$ cat src/rtl/div_ctrl.sv
// ---------------------------------------------------------------------------
// div_ctrl
//
// Multi-cycle divide sequencer for the execute stage. Accepts DIV/DIVU
// operands, runs a WIDTH-step restoring division (one step per cycle) and
// returns {remainder, quotient} for the HI/LO write. While a request is
// pending the pipeline stall request is held. A flush (annul_i) cancels an
// in-flight division.
//
// Ports:
//   clk          system clock, rising edge
//   rst          asynchronous active-low reset
//   start_i      divide request, held high until ready_o is seen
//   signed_i     1 = signed (DIV), 0 = unsigned (DIVU), sampled in IDLE
//   dividend_i   dividend, sampled in IDLE
//   divisor_i    divisor, sampled in IDLE
//   annul_i      cancel request (pipeline flush)
//   stall_req_o  stall request to the pipeline controller (combinational)
//   ready_o      result valid (registered)
//   result_o     {remainder, quotient}, zero unless ready_o is high
// ---------------------------------------------------------------------------
module div_ctrl #(
  parameter int unsigned WIDTH = 32
) (
  input  logic                 clk,
  input  logic                 rst,
  input  logic                 start_i,
  input  logic                 signed_i,
  input  logic [WIDTH-1:0]     dividend_i,
  input  logic [WIDTH-1:0]     divisor_i,
  input  logic                 annul_i,
  output logic                 stall_req_o,
  output logic                 ready_o,
  output logic [2*WIDTH-1:0]   result_o
);

  localparam int unsigned CNT_W = (WIDTH > 1) ? $clog2(WIDTH) : 1;

  typedef enum logic [1:0] {
    ST_IDLE = 2'd0,
    ST_ZERO = 2'd1,
    ST_ON   = 2'd2,
    ST_END  = 2'd3
  } state_e;

  // Two's complement negation, wrapping modulo 2^WIDTH.
  function automatic logic [WIDTH-1:0] neg_val(input logic [WIDTH-1:0] v);
    neg_val = (~v) + {{(WIDTH-1){1'b0}}, 1'b1};
  endfunction

  // Magnitude of a two's complement value; the most negative value maps to
  // itself, which is still the correct unsigned magnitude.
  function automatic logic [WIDTH-1:0] abs_val(input logic [WIDTH-1:0] v);
    if (v[WIDTH-1]) begin
      abs_val = neg_val(v);
    end else begin
      abs_val = v;
    end
  endfunction

  state_e               state_q, state_d;
  logic [CNT_W-1:0]     cnt_q, cnt_d;
  logic [WIDTH-1:0]     rem_q, rem_d;
  logic [WIDTH-1:0]     quo_q, quo_d;
  logic [WIDTH-1:0]     dvs_q, dvs_d;
  logic                 neg_quo_q, neg_quo_d;
  logic                 neg_rem_q, neg_rem_d;
  logic                 ready_q, ready_d;
  logic [2*WIDTH-1:0]   result_q, result_d;

  // Restoring-step datapath: shift {rem, quo} left, trial subtract.
  logic [WIDTH:0]       rem_sh_s;
  logic [WIDTH:0]       trial_s;
  logic                 step_ok_s;
  logic [WIDTH-1:0]     rem_step_s;
  logic [WIDTH-1:0]     quo_step_s;
  logic [WIDTH-1:0]     quo_fix_s;
  logic [WIDTH-1:0]     rem_fix_s;

  // One division step: the trial difference fits in WIDTH+1 bits because
  // the shifted remainder is always below 2*divisor.
  always_comb begin
    rem_sh_s   = {rem_q, quo_q[WIDTH-1]};
    trial_s    = rem_sh_s - {1'b0, dvs_q};
    step_ok_s  = ~trial_s[WIDTH];
    if (step_ok_s) begin
      rem_step_s = trial_s[WIDTH-1:0];
    end else begin
      rem_step_s = rem_sh_s[WIDTH-1:0];
    end
    quo_step_s = {quo_q[WIDTH-2:0], step_ok_s};
    if (neg_quo_q) begin
      quo_fix_s = neg_val(quo_step_s);
    end else begin
      quo_fix_s = quo_step_s;
    end
    if (neg_rem_q) begin
      rem_fix_s = neg_val(rem_step_s);
    end else begin
      rem_fix_s = rem_step_s;
    end
  end

  // Next-state and register-update logic for the sequencer.
  always_comb begin
    state_d   = state_q;
    cnt_d     = cnt_q;
    rem_d     = rem_q;
    quo_d     = quo_q;
    dvs_d     = dvs_q;
    neg_quo_d = neg_quo_q;
    neg_rem_d = neg_rem_q;
    ready_d   = ready_q;
    result_d  = result_q;

    case (state_q)
      ST_IDLE: begin
        ready_d  = 1'b0;
        result_d = {(2*WIDTH){1'b0}};
        if (start_i && !annul_i) begin
          cnt_d = {CNT_W{1'b0}};
          rem_d = {WIDTH{1'b0}};
          if (signed_i) begin
            quo_d     = abs_val(dividend_i);
            dvs_d     = abs_val(divisor_i);
            neg_quo_d = dividend_i[WIDTH-1] ^ divisor_i[WIDTH-1];
            neg_rem_d = dividend_i[WIDTH-1];
          end else begin
            quo_d     = dividend_i;
            dvs_d     = divisor_i;
            neg_quo_d = 1'b0;
            neg_rem_d = 1'b0;
          end
          if (divisor_i == {WIDTH{1'b0}}) begin
            state_d = ST_ZERO;
          end else begin
            state_d = ST_ON;
          end
        end else begin
          state_d = ST_IDLE;
        end
      end

      ST_ZERO: begin
        // Divide-by-zero result is pinned at 0.
        result_d = {(2*WIDTH){1'b0}};
        if (annul_i) begin
          state_d = ST_IDLE;
          ready_d = 1'b0;
        end else begin
          state_d = ST_END;
          ready_d = 1'b1;
        end
      end

      ST_ON: begin
        if (annul_i) begin
          state_d  = ST_IDLE;
          ready_d  = 1'b0;
          result_d = {(2*WIDTH){1'b0}};
        end else begin
          rem_d = rem_step_s;
          quo_d = quo_step_s;
          cnt_d = cnt_q + {{(CNT_W-1){1'b0}}, 1'b1};
          if (cnt_q == CNT_W'(WIDTH-1)) begin
            // Last step: sign correction is applied on the way into END.
            state_d  = ST_END;
            ready_d  = 1'b1;
            result_d = {rem_fix_s, quo_fix_s};
          end else begin
            state_d = ST_ON;
          end
        end
      end

      ST_END: begin
        if (annul_i || !start_i) begin
          state_d  = ST_IDLE;
          ready_d  = 1'b0;
          result_d = {(2*WIDTH){1'b0}};
        end else begin
          state_d = ST_END;
        end
      end

      default: begin
        state_d  = ST_IDLE;
        ready_d  = 1'b0;
        result_d = {(2*WIDTH){1'b0}};
      end
    endcase
  end

  // State, datapath and result registers with asynchronous clear.
  always_ff @(posedge clk or negedge rst) begin
    if (!rst) begin
      state_q   <= ST_IDLE;
      cnt_q     <= {CNT_W{1'b0}};
      rem_q     <= {WIDTH{1'b0}};
      quo_q     <= {WIDTH{1'b0}};
      dvs_q     <= {WIDTH{1'b0}};
      neg_quo_q <= 1'b0;
      neg_rem_q <= 1'b0;
      ready_q   <= 1'b0;
      result_q  <= {(2*WIDTH){1'b0}};
    end else begin
      state_q   <= state_d;
      cnt_q     <= cnt_d;
      rem_q     <= rem_d;
      quo_q     <= quo_d;
      dvs_q     <= dvs_d;
      neg_quo_q <= neg_quo_d;
      neg_rem_q <= neg_rem_d;
      ready_q   <= ready_d;
      result_q  <= result_d;
    end
  end

  // Stall is raised in the same cycle as the request; it is gated by reset
  // so that all outputs drop immediately while rst is low.
  assign stall_req_o = rst & start_i & ~annul_i & (state_q != ST_END);
  assign ready_o     = ready_q;
  assign result_o    = result_q;

endmodule

$ cat config.mk
export PLATFORM = sky130hd
export DESIGN_NAME = div_ctrl
export DESIGN_NICKNAME = d
export VERILOG_FILES = /design/src/rtl/div_ctrl.sv
export SDC_FILE = /design/constraint.sdc
export NUM_CORES = 1
export LEC_CHECK = 0
export CORE_MARGIN = 2
export CORE_UTILIZATION = 50
export DETAILED_ROUTE_END_ITERATION = 8
export MAX_ROUTING_LAYER = met4
export PLACE_DENSITY = 0.8
export SYNTH_ARGS = -nofsm -noshare
export SYNTH_HDL_FRONTEND = slang
export SYNTH_SLANG_ARGS = --single-unit
$ cat constraint.sdc
create_clock -name clk -period 7.2 [get_ports clk]
set_clock_uncertainty 0.1 [all_clocks]
set_input_delay 2.16 -clock clk [delete_from_list [all_inputs] [get_ports clk]]
set_output_delay 2.16 -clock clk [all_outputs]
set_load 0.05 [all_outputs]
==> run_1/clock_map.png <==
(1.5 px per um)
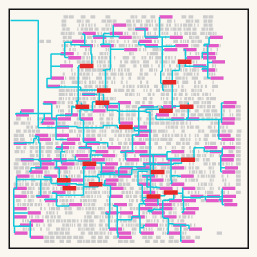
Magenta is flip-flops, count 170. Cyan is clock wires, length 2260 um. Red is cells driving clock nets, count 17.
There are 18 routed clock nets.
Skew-Pair Late Insertion Delay: 0.44 ns
share of total power in the clock network: 19.1%
P_clk: 934 uW

==> run_1/pdn.png <==
(2 px per um) Pins as bars on the die edge.
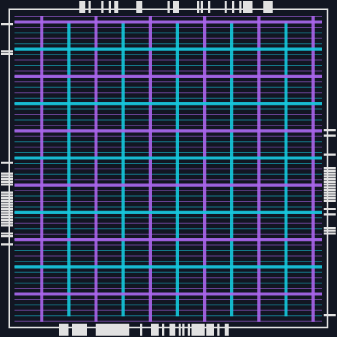
Purple is VSS. Cyan is VDD.
57 met1 rails follow the rows. 11 straps on met5. 11 straps on met4.

==> run_1/final_clocks.png <==
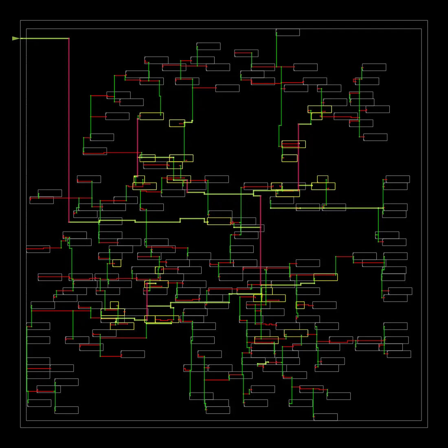
cts bufs inserted: 17
number of clock-tree buffers in the layout: 17

==> out/summary.log, run 1 <==
INFO  final_layout   final-instance-count-excl-fill=1903
INFO  synth          synth_cell_types=77
INFO  worst_setup_path worst_path_dominant_cell_family=buffers and inverters
INFO  cts            ctsHoldBuffers=0
INFO  sta            tightest_pin_transition=1.01ns
INFO  worst_setup_path worst_path_max_delay_cell=sky130_fd_sc_hd__clkdlybuf4s50_1
INFO  final_layout   final_cell_mix=sky130_fd_sc_hd__nand2_1 (241), sky130_fd_sc_hd__o21ai_0 (217), sky130_fd_sc_hd__dfrtp_1 (170)
INFO  synth          edf_count=0
INFO  final_layout   area_delta_synth_final=18.0%
INFO  final_layout   largest_register_ffs=64
INFO  worst_setup_path crit_path_cell_trace=clkdlybuf4s50_1 -> nor4bb_1 -> clkdlybuf4s50_1
INFO  worst_setup_path setup.worst_path.end=stall_req_o
INFO  sta            timing.final.crit_period=6.21ns
INFO  final_layout   final.signal_inverter_count=52
INFO  cts            htree_levels=4
INFO  final_layout   area.combinational=7180um2
INFO  final_layout   final_area=14100um2
INFO  hold_path      min-delay-path-class=flip-flop to flip-flop
INFO  pwr            vdd.ir_drop.worst=0.195mV
INFO  sta            timing.final.setup_violations=0
INFO  sta            report.final.hold_viol_count=0
INFO  floorplan      initCoreUtil=50.9%
INFO  cts            post_cts_setup_buffers=0
INFO  sta            post-route-period-util=86.3%
INFO  flow_run       openroad.warnings=29
INFO  synth          synth_chip_area=11900um2
INFO  final_layout   antenna-diode-count=0
INFO  route          total_wire_length=34000um
INFO  route          first_iter_violations=1022
INFO  grt            vias_in_the_first_global_route=10400
INFO  cts            cts_tree=done
INFO  worst_setup_path r2r.worst_path.cells=22
INFO  final_layout   biggestCellCategory=combinational gates
INFO  sta            unrepaired_setup_endpoints_after_global_routing=false
INFO  worst_setup_path reg2reg_to=result_o[56]
INFO  worst_setup_path critPathLaunch=annul_i
INFO  worst_setup_path timing.reg2reg.setup_slack=1.70ns
INFO  grt            grt.total_usage=28.5%
INFO  worst_setup_path worst_r2r_startpoint=quo_q[31]
INFO  placement      dpl_worst_slack=1.02ns
INFO  synth          cell_area_synth=11900um2
INFO  floorplan      core=23400um2
INFO  floorplan      rows=56
INFO  worst_setup_path critical_path.max_stage_delay=0.85ns
INFO  grt            initial_antenna_violation_count=0
INFO  synth          synthesis.area_per_instance=8.05um2
INFO  grt            grt_remaining_overflow=0
INFO  route          first_pass_iteration_count_of_the_detailed_router=6
INFO  synth          yosys-stat-cells=1480
INFO  placement      gp_congestion=0.966
INFO  placement      placement.io_buffers=134
INFO  synth          ys_dominant_reg_cell=sky130_fd_sc_hd__dfrtp_1
INFO  final_layout   finish.net_count=1683
INFO  route          sum_of_routed_wire_segments_on_met1=14800um
INFO  route          drc_errors=0
INFO  final_layout   comb_area_share=51.1%
INFO  worst_setup_path start_kind=input port
INFO  synth          ys_async_sr_fraction=100%
INFO  sta            worst_slew_margin_relative_to_its_limit=32.7%
INFO  worst_setup_path crit_buf_inv=2
INFO  synth          synthesis.nets=1592
INFO  synth          synthMuxAreaShare=2.31%
INFO  worst_setup_path path_class=input port to output pin
INFO  final_layout   layout.cells.most_common=sky130_fd_sc_hd__nand2_1
INFO  route          num_vias=11300
INFO  status         outcome=complete, no violations
INFO  placement      place_inst=1871
INFO  final_layout   logic_gates=1185
INFO  cts            cts.sink_count=170
INFO  worst_setup_path worstPathMaxFanout=10
INFO  worst_setup_path worst_setup_path_end_kind=output pin
INFO  synth          ys_top_logic_family=AND-OR/OR-AND gates
INFO  pwr            power-per-cell-area=347nW/um2
INFO  synth          postSynthCellCount=1480
INFO  final_layout   clock_buf_inv_share=4.28%
INFO  worst_setup_path critical_path.most_common_cell=sky130_fd_sc_hd__clkdlybuf4s50_1
INFO  hold_path      worst_hold_path.num_cells=2
INFO  synth          synth.cellmix.simpleShare=19.7%
INFO  final_layout   post_layout_util=60.1%
INFO  final_layout   fill_cells=2052
INFO  route          routedWlPerCell=17.9um
INFO  pwr            p_leak=5.80nW
INFO  cts            post_cts.resized_instances=0
INFO  final_layout   layout-drive-gt1-share=4.73%
INFO  final_layout   final-nonclk-buf-share=10.1%
INFO  floorplan      tapcell.inserted=319
INFO  route          vias_per_cell=5.95
INFO  worst_setup_path worst_ep_required_time=4.94ns
INFO  route          postRouteAntennaNets=0
INFO  grt            grt_pass1_wl=54400um
INFO  synth          synth-seq-cells=170
INFO  route          met2_wirelength=16300um
INFO  sta            fin_worst_hold_slack=0.380ns
INFO  floorplan      chipHeight=158um
INFO  route          met3_length=1970um
INFO  hold_path      timing.hold.worst_endpoint=dvs_q[23]
INFO  pwr            total_power=4.88mW
INFO  grt            maximum_number_of_pins_on_one_net_before_global_route_repair=93
INFO  cts            clkSlewWorstSetupHoldPaths=0.07ns
INFO  final_layout   flop_share_of_the_area=30.3%
INFO  hold_path      min_from=dvs_q[23]
INFO  final_layout   flops=170
INFO  floorplan      floorplan.die_area=25100um2
INFO  final_layout   sequential_cell_area=4250um2
INFO  worst_setup_path cp.depth=3
INFO  sta            slew_viols_final=0
INFO  route          maxUsedRoutingLayer=met4
INFO  flow_run       maxCapViolations=0
INFO  synth          synth_sequential_area_ratio=35.7%
INFO  cts            clk_path_buf_depth=2
INFO  synth          post_synth_ao_oa_area_fraction=23.8%
INFO  synth          synthAdderAreaFrac=4.58%
INFO  floorplan      chipWidth=158um
INFO  placement      dp_hpwl=25100um
INFO  placement      place_area=13500um2
INFO  sta            timing.final.ws_setup=0.989ns
INFO  worst_setup_path worst_ep_arrival_time=3.95ns
INFO  sta            setup_tns=0ns
INFO  floorplan      top_level_ports=135
INFO  sta            max_freq=0.161GHz
INFO  synth          ys.warnings.count=0
INFO  synth          post_synth_xor_area_fraction=9.71%
INFO  final_layout   buffers=145
INFO  cts            clock_tree.root_cell=sky130_fd_sc_hd__clkbuf_16
-- run 1: layer usage --
metal  vias to the layer above  track usage [%]
met5                         -                -
met4                         0             9.09
met3                        68             3.81
met2                       425             44.9
met1                      5373             38.3
li1                       5451                -
-- run 1: report_power, final --
part	switching (mW)	total (mW)	internal, mW
Combinational	1.65	2.62	0.976
Sequential	0.204	1.32	1.12
Clock	0.465	0.934	0.469
Total	2.32	4.88	2.56
-- run 1: synth_stat cells, types with 12 or more instances --
| cell | instances | share of area, % |
|---|---|---|
| sky130_fd_sc_hd__nand2_1 | 241 | 7.6 |
| sky130_fd_sc_hd__o21ai_0 | 218 | 9.2 |
| sky130_fd_sc_hd__dfrtp_1 | 170 | 36 |
| sky130_fd_sc_hd__a21oi_1 | 118 | 5.0 |
| sky130_fd_sc_hd__nor2_1 | 92 | 2.9 |
| sky130_fd_sc_hd__xor2_1 | 72 | 5.3 |
| sky130_fd_sc_hd__xnor2_1 | 60 | 4.4 |
| sky130_fd_sc_hd__clkbuf_1 | 54 | 1.7 |
| sky130_fd_sc_hd__inv_1 | 51 | 1.6 |
| sky130_fd_sc_hd__ha_1 | 42 | 4.4 |
| sky130_fd_sc_hd__o31ai_1 | 28 | 1.8 |
| sky130_fd_sc_hd__mux2i_1 | 26 | 2.2 |
| sky130_fd_sc_hd__or3_1 | 26 | 1.4 |
| sky130_fd_sc_hd__nor3_1 | 23 | 0.97 |
| sky130_fd_sc_hd__nor4_1 | 16 | 0.84 |
| sky130_fd_sc_hd__o41ai_1 | 15 | 1.1 |
| sky130_fd_sc_hd__or4_1 | 13 | 0.82 |
| sky130_fd_sc_hd__nand2b_1 | 12 | 0.63 |
==> run 1 -> run 2 <==
--- a/config.mk
+++ b/config.mk
@@ -10,6 +10,8 @@
 export DETAILED_ROUTE_END_ITERATION = 8
 export MAX_ROUTING_LAYER = met4
 export PLACE_DENSITY = 0.8
+export SLEW_MARGIN = 20
 export SYNTH_ARGS = -nofsm -noshare
 export SYNTH_HDL_FRONTEND = slang
 export SYNTH_SLANG_ARGS = --single-unit
+export TNS_END_PERCENT = 5
==> run 2 against run 1 <==
  * Via count unchanged
  * Synthesized area unchanged
  * Fmax unchanged
  * Critical endpoint unchanged
  * Worst hold slack unchanged
==> out/summary.log, run 2 <==
INFO  synth          cell_area_synth=11900um2
INFO  worst_setup_path timing.reg2reg.setup_slack=1.70ns
INFO  final_layout   area.combinational=7180um2
INFO  synth          synth_chip_area=11900um2
INFO  grt            initial_antenna_violation_count=0
INFO  sta            timing.final.setup_violations=0
INFO  sta            slew_viols_final=0
INFO  synth          post_synth_xor_area_fraction=9.71%
INFO  worst_setup_path worst_path_dominant_cell_family=buffers and inverters
INFO  grt            grt.total_usage=28.5%
INFO  worst_setup_path worst_ep_required_time=4.94ns
INFO  final_layout   largest_register_ffs=64
INFO  final_layout   final_area=14100um2
INFO  synth          yosysTopAreaCell=sky130_fd_sc_hd__dfrtp_1
INFO  synth          synthMostInstantiatedCell=sky130_fd_sc_hd__nand2_1
INFO  floorplan      initCoreUtil=50.9%
INFO  final_layout   layout-drive-gt1-share=4.73%
INFO  cts            clk_path_buf_depth=2
INFO  synth          synth-seq-cells=170
INFO  pwr            vdd.ir_drop.worst=0.195mV
INFO  route          routedWlPerCell=17.9um
INFO  cts            cts.sink_count=170
INFO  sta            unrepaired_setup_endpoints_after_global_routing=false
INFO  synth          synth_cell_types=77
INFO  hold_path      timing.hold.worst_endpoint=dvs_q[23]
INFO  status         outcome=complete, no violations
INFO  worst_setup_path worst_path_max_delay_cell=sky130_fd_sc_hd__clkdlybuf4s50_1
INFO  flow_run       maxCapViolations=0
INFO  cts            post_cts_setup_buffers=0
INFO  synth          ys_async_sr_fraction=100%
INFO  synth          synthMuxAreaShare=2.31%
INFO  cts            clkLatencyLatePin=0.44ns
INFO  route          first_pass_iteration_count_of_the_detailed_router=6
INFO  hold_path      worst_hold_path.num_cells=2
INFO  hold_path      min-delay-path-class=flip-flop to flip-flop
INFO  route          total_wire_length=34000um
INFO  floorplan      floorplan.die_area=25100um2
INFO  sta            worst_slew_margin_relative_to_its_limit=32.7%
INFO  cts            clock_tree.root_cell=sky130_fd_sc_hd__clkbuf_16
INFO  worst_setup_path crit_path_cell_trace=clkdlybuf4s50_1 -> nor4bb_1 -> clkdlybuf4s50_1
INFO  worst_setup_path critical_path.max_stage_delay=0.85ns
INFO  worst_setup_path path_class=input port to output pin
INFO  cts            post_cts.resized_instances=0
INFO  worst_setup_path worstPathMaxFanout=10
INFO  pwr            p_leak=5.80nW
INFO  sta            max_freq=0.161GHz
INFO  route          postRouteAntennaNets=0
INFO  sta            timing.final.crit_period=6.21ns
INFO  worst_setup_path worst_ep_arrival_time=3.95ns
INFO  worst_setup_path r2r.worst_path.cells=22
INFO  grt            grt_remaining_overflow=0
INFO  route          vias_per_cell=5.95
INFO  worst_setup_path worst_setup_path_end_kind=output pin
INFO  final_layout   finish.net_count=1683
INFO  hold_path      min_from=dvs_q[23]
INFO  cts            clkSlewWorstSetupHoldPaths=0.07ns
INFO  synth          edf_count=0
INFO  floorplan      chipWidth=158um
INFO  pwr            power-per-cell-area=347nW/um2
INFO  sta            report.final.hold_viol_count=0
INFO  final_layout   sequential_cell_area=4250um2
INFO  floorplan      core=23400um2
INFO  sta            setup_tns=0ns
INFO  synth          synth.cellmix.simpleShare=19.7%
INFO  worst_setup_path reg2reg_to=result_o[56]
INFO  synth          ys_top_logic_family=AND-OR/OR-AND gates
INFO  synth          ys_top_cells_by_count=sky130_fd_sc_hd__nand2_1 (241), sky130_fd_sc_hd__o21ai_0 (218), sky130_fd_sc_hd__dfrtp_1 (170), sky130_fd_sc_hd__a21oi_1 (118), sky130_fd_sc_hd__nor2_1 (92)
INFO  synth          synthesis.area_per_instance=8.05um2
INFO  floorplan      top_level_ports=135
INFO  route          first_iter_violations=1022
INFO  synth          synthesis.nets=1592
INFO  route          drc_errors=0
INFO  synth          synthAdderAreaFrac=4.58%
INFO  placement      place_area=13500um2
INFO  synth          post_synth_ao_oa_area_fraction=23.8%
INFO  placement      placement.io_buffers=134
INFO  cts            htree_levels=4
INFO  final_layout   area_delta_synth_final=18.0%
INFO  synth          synth_sequential_area_ratio=35.7%
INFO  cts            cts_buffers=17
INFO  final_layout   antenna-diode-count=0
INFO  synth          ys_dominant_reg_cell=sky130_fd_sc_hd__dfrtp_1
INFO  worst_setup_path worst_r2r_startpoint=quo_q[31]
INFO  grt            vias_in_the_first_global_route=10400
INFO  synth          post-synth-top-area-fraction=35.7%
INFO  route          num_vias=11300
INFO  final_layout   final_cell_mix=sky130_fd_sc_hd__nand2_1 (241), sky130_fd_sc_hd__o21ai_0 (217), sky130_fd_sc_hd__dfrtp_1 (170)
INFO  grt            maximum_number_of_pins_on_one_net_before_global_route_repair=93
INFO  placement      gp_congestion=0.966
INFO  synth          yosys-stat-cells=1480
INFO  cts            ctsHoldBuffers=0
INFO  placement      dp_hpwl=25100um
INFO  final_layout   fill_cells=2052
INFO  floorplan      rows=56
INFO  flow_run       openroad.warnings=29
INFO  sta            post-route-period-util=86.3%
INFO  synth          postSynthCellCount=1480
INFO  worst_setup_path start_kind=input port
INFO  final_layout   layout.cells.most_common=sky130_fd_sc_hd__nand2_1
INFO  synth          ys.warnings.count=0
INFO  cts            cts_tree=done
INFO  worst_setup_path crit_buf_inv=2
INFO  floorplan      chipHeight=158um
INFO  grt            grt_pass1_wl=54400um
INFO  synth          yosys-top-cells-area=sky130_fd_sc_hd__dfrtp_1 (36%), sky130_fd_sc_hd__o21ai_0 (9.2%), sky130_fd_sc_hd__nand2_1 (7.6%)
INFO  worst_setup_path critical_path.most_common_cell=sky130_fd_sc_hd__clkdlybuf4s50_1
INFO  sta            tightest_pin_transition=1.01ns
-- run 2: cell counts after synthesis --
Identical to the previous run, type by type.
-- run 2: logic make-up after synthesis --
family	after synthesis
DFF	170
and+or+nand+nor	502
AOI/OAI and AO/OA	481
buffers and inverters	125
muxes	27
adders and majority gates	43
xor gates and xnor gates	132
-- run 2: routing by layer --
metal	wire, um	part of all wire (%)	vias up	GRT usage (%)
li1	-	-	5451	-
met1	14800	44	5373	38.3
met2	16300	48	425	44.9
met3	1970	5.8	68	3.81
met4	905	2.7	0	9.09
met5	0	0	-	-
-- run 2: report_power, final --
part           internal [mW]  switching, mW  total (mW)  leakage, nW
sequential              1.12          0.204        1.32         2.26
clock                  0.469          0.465       0.934        0.294
combinational          0.976           1.65        2.62         3.24
-- run 2: stage by stage --
stage	hold WS (ns)	utilization, %	instances	total power [mW]	setup slack (ns)
after CTS	0.386	60.1	1903	4.84	0.992
after detailed placement	0.369	57.5	1871	3.88	1.02
after global routing	0.403	60.1	1903	5.18	0.930
final	0.380	60.1	1903	4.88	0.989
after floorplan	0.344	-	1480	3.20	1.07
after global placement	0.361	57.5	1871	3.84	1.03
-- run 2: worst max path at each step --
stage,start,to,slack (ns),cells past startpoint
2_1_floorplan,annul_i,stall_req_o,1.07,2
3_3_place_gp,annul_i,stall_req_o,1.03,3
3_5_place_dp,annul_i,stall_req_o,1.02,3
4_1_cts,annul_i,stall_req_o,0.99,3
5_1_grt,annul_i,stall_req_o,0.93,3
6_report,annul_i,stall_req_o,0.99,3
-- run 2: cell type report --
class                      instances  area share (%)
clock buffer                      17            3.03
clock inverter                    15            1.26
inverter                          52            1.39
multi-input combinational       1185            51.1
sequential                       170            30.3
tap                              319            2.84
timing repair buffer             145            10.1
==> run_2/gate_families.png <==
(1.5 px per um)
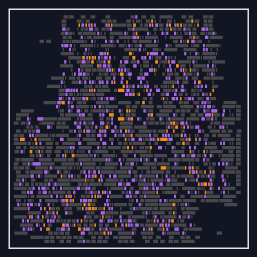
Purple is inverting AOI/OAI gates, cells 446, where all over the die. Orange is NOR gates, cells 149.

==> run_2/clock_map.png <==
(1.5 px per um)
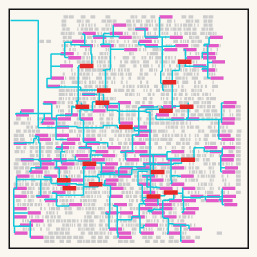
Cyan is clock wires, length 2260 um. Red is cells driving clock nets, count 17. Magenta is flip-flops, count 170.
Position of the flops: all over the die.

No activity file was given, so power comes from the tool's default toggle rates.
